File: config.mk
export PLATFORM = sky130hd
export DESIGN_NAME = modulo_r_down_timer
export DESIGN_NICKNAME = d
export VERILOG_FILES = /design/src/rtl/modulo_r_down_timer.sv
export SDC_FILE = /design/constraint.sdc
export NUM_CORES = 1
export LEC_CHECK = 0
export CORE_AREA = 2 2 39 41
export CTS_CLUSTER_DIAMETER = 100
export CTS_CLUSTER_SIZE = 10
export DETAILED_ROUTE_END_ITERATION = 10
export DIE_AREA = 0 0 41 43
export PLACE_DENSITY = 0.63
export SYNTH_ARGS = -nofsm -noshare
export SYNTH_HDL_FRONTEND = slang
export SYNTH_SLANG_ARGS = --single-unit
export TNS_END_PERCENT = 10
File: constraint.sdc
create_clock -name clk -period 1.3 [get_ports clk]
set_input_delay 0.39 -clock clk [delete_from_list [all_inputs] [get_ports clk]]
set_output_delay 0.39 -clock clk [all_outputs]
set_load 0.03 [all_outputs]
File: src/rtl/modulo_r_down_timer.sv
// Modulo-R down counter/timer with periodic (wrap to R-1) or one-shot (stop at 0) operation.
// bout is the combinational borrow-out used to enable the next more significant stage.
module modulo_r_down_timer #(
   parameter int unsigned N = 4,
   parameter int unsigned R = 10
) (
   input  logic         clk,
   input  logic         reset,
   input  logic         enable,
   input  logic         load,
   input  logic [N-1:0] load_val,
   input  logic         start,
   input  logic         oneshot,
   output logic [N-1:0] qout,
   output logic         bout,
   output logic         busy,
   output logic         done,
   output logic         load_err
);

   localparam logic [N-1:0] RMAX = N'(R - 1);
   localparam logic [N-1:0] ONE  = N'(1);

   typedef enum logic [1:0] {
      S_IDLE,
      S_RUN,
      S_DONE
   } state_t;

   state_t       r_state;
   state_t       w_state_nxt;
   logic [N-1:0] r_qout;
   logic [N-1:0] w_qout_nxt;
   logic         r_load_err;
   logic         w_zero;
   logic         w_over;
   logic         w_tick;

   always_ff @(posedge clk) begin
      if (reset) begin
         r_state    <= S_IDLE;
         r_qout     <= '0;
         r_load_err <= 1'b0;
      end else begin
         r_state    <= w_state_nxt;
         r_qout     <= w_qout_nxt;
         r_load_err <= load & w_over;
      end
   end

   // Full-width compare: with R == 2**N, RMAX is all ones and w_over can never assert.
   always_comb begin
      w_zero      = (r_qout == '0);
      w_over      = (load_val > RMAX);
      w_tick      = (r_state == S_RUN) & enable;
      w_state_nxt = r_state;
      w_qout_nxt  = r_qout;
      if (load) begin
         w_state_nxt = S_IDLE;
         w_qout_nxt  = w_over ? RMAX : load_val;
      end else if (start && (r_state != S_RUN)) begin
         w_state_nxt = S_RUN;
      end else if (w_tick) begin
         if (!w_zero) begin
            w_qout_nxt = r_qout - ONE;
         end else if (oneshot) begin
            w_state_nxt = S_DONE;
         end else begin
            w_qout_nxt = RMAX;
         end
      end
   end

   always_comb begin
      qout     = r_qout;
      load_err = r_load_err;
      busy     = (r_state == S_RUN);
      done     = (r_state == S_DONE);
      bout     = (r_state == S_RUN) & enable & (r_qout == '0);
   end

endmodule

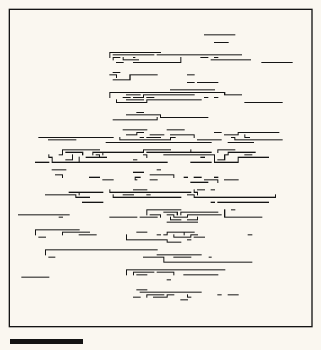
**Above:** M1 wires.
Bar = 10 um.
The wires run mostly horizontal. 80 nets have wire on it. The layer holds 42% of the routed length.
Routed WL: 1.35 mm
Vias: 495
met1 Usage GRT: 0.189

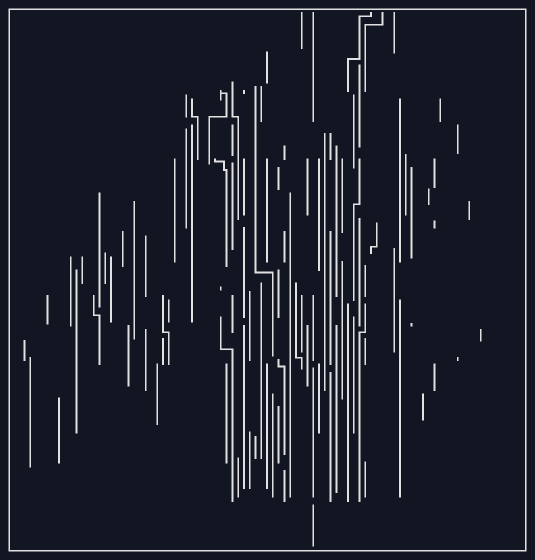
**Above:** metal 2.
The layer carries 676 um of wire. The layer holds 50% of the routed length. 82 nets have wire on it.
GRT met2 Usage: 0.256

==> results.yml <==
# implementation run metrics
layout:
  nNetsFinal: 95
  diodes: 0
  syn_to_final_growth_pct: 106
synth:
  ys_seq_frac: 0.362
  synth_area_per_cell_sq_um: 8.23
  yosysUniqueCellTypes: 26
  synthesis.area_sq_um: 387
  ys_area_sq_um: 387
  area_leaders: "dfxtp_1, nor2b_1, nor3_1"
  ys_cells: 47
  yosys.area.top_type: "dfxtp_1"
  top_area_frac: 0.362
  fp_nets: 57
  synth_warnings: 0
  synthCells: 47
timing:
  setup_viol: 9
  slew_headroom: 0.754
  finalCritPeriodShare: 1.22
  hold_violations: 0
  fmax_mhz: 631
  final.setup.worst_slack_ns: -0.285
  rsz0062_at_grt: "true"
pwr:
  pwr-share-comb: 0.331
  pwr-share-seq: 0.361
  p_leak_nw: 0.347
  pg_seq_w: 0.000244
  power_w: 0.000676
  p_clk_w: 0.000209
  peakVddDrop_mv: 0.437
  p_comb_w: 0.000223
route:
  drc_errors: 0
  first_iter_violations: 3
  ant_nets: 0
  drt_pre_antenna_iters: 2
critical_path:
  slowest_stage: "dfxtp_4"
  start_kind: "flip-flop"
  crit_type: "reg -> out"
  crit_required_ns: 0.91
  rrSetupSlack_ns: -0.18
  crit_fanout: 4
  max_stage_delay_ns: 0.35
  cp-endpoint: "bout"
  crit_start: "qout[1]"
  r2r-start: "r_state[1]"
  r2r_cells: 4
  crit_chain: "or2_1, nor4_4, buf_4"
  endpoint_kind: "output port"
  worstReg2RegEnd: "qout[3]"
clock_tree:
  holdBufCountCts: 0
  cts_buffers: 3
  cts_tree: "done"
  cts_resized: 9
  clock-sinks: 7
  ctsHtreeMaxLevel: 1
  cts_root_buffer: "clkbuf_4"
  clk_latency_ns: 0.25
floorplanning:
  fp_util: 0.279
  rows: 14
  core_sq_mm: 0.00138
  die_area_sq_mm: 0.00176
  die_w_um: 41
  die_y_um: 43
grt:
  grt_max_degree: 8
  grt_pass1_wl_mm: 1.92
  antenna_found_initial: 0
  grt_use_total: 0.166
  grt_busiest_layer: "met2"
  gr-total-overflow: 0
worst_hold_path:
  hold_depth: 2
  hold_end: "qout[2]"
  hold_class: "reg -> reg"
  min_from: "qout[3]"
place:
  place_hpwl_um: 960
  post_dp_cell_area_sq_um: 691
  place_ws_ns: -0.547
run:
  warnings: 29
  maxCapViolCount: 0
run_status:
  violations: "negative setup slack"
  status: "complete, but fails checks"
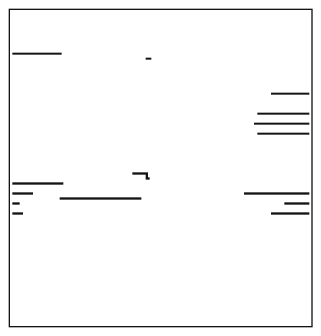
**Above:** signal wires on met3.
13 nets have wire on it. The layer carries 73.7 um of wire. The layer holds 5.5% of the routed length. The longest straight run is 10.8 um. The wires run mostly horizontal.
M3 GR Usage: 0.0366

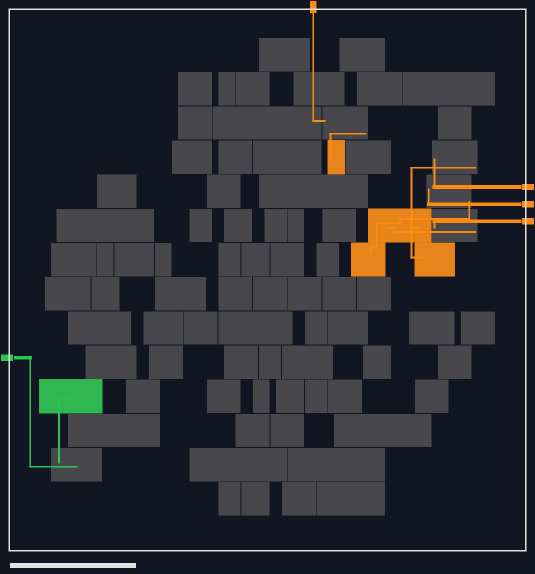
**Above:** nets reached from selected ports.
Bar = 10 um.
Orange is load_val, bits 4, direction input, end cells 6, buffers 4, wire 72.3 um. Green is done, bits 1, direction output, end cells 1, buffers 1, wire 19.5 um.
PortBufs: 17
IO Count: 18

critical path, delay by kind of cell (launching register included):
family,cells,cell delay [ns]
buffers and inverters,1,0.19
flip-flops,1,0.35
AND/OR/NAND/NOR,2,0.40
cell usage after synthesis:
cell	count
a2111oi_0	1
a21oi_1	2
a221oi_1	1
a22oi_1	1
a311oi_1	2
and2_1	1
and3b_1	1
dfxtp_1	7
inv_1	3
nand2_1	1
nand2b_1	1
nand3_1	1
nand3b_1	1
nor2_1	2
nor2b_1	4
nor3_1	5
nor4_1	1
o211a_1	1
o211ai_1	1
o21ai_0	3
o21ai_1	1
o32ai_1	1
or2_1	1
or3_1	2
or3b_1	1
or4_1	1
per-layer routing:
metal / part of all wire / wire length [um] / vias up
met2: 0.50 / 675 / 14
li1: - / - / 255
met3: 0.054 / 73 / 4
met5: 0 / 0 / -
met1: 0.42 / 561 / 222
met4: 0.027 / 36 / 0
state kept, by name (all words and copies together), names as in the netlist:
signal,cells
qout,4
load_err,1
r_state,2
cell usage in the layout (no fill, tap or decap), types with 2 or more instances in the layout:
cell / n
dfxtp_1: 2
nor3_1: 3
clkdlybuf4s50_1: 8
o21ai_1: 2
dfxtp_2: 3
nor2_1: 2
nor2b_4: 2
clkbuf_4: 3
buf_4: 19
buf_6: 5
a21oi_1: 2
inv_1: 3
o21ai_0: 2
dfxtp_4: 2
or3_1: 2
cells by family (layout without fill, tap and decap cells):
group,count (synthesis),after routing,share of synthesized area
flops,7,7,0.362
simple gates,23,23,0.353
buf+inv,3,40,0.0291
compound gates,14,14,0.256
layout make-up:
class	count	area (sq um)
inverter	3	11.3
timing repair buffer	33	288
clock buffer	4	26.3
tap	16	20.0
sequential	7	151
multi-input combinational	37	299
fill	126	588
Power figures rest on the tool's default switching activity, not on a simulated workload.
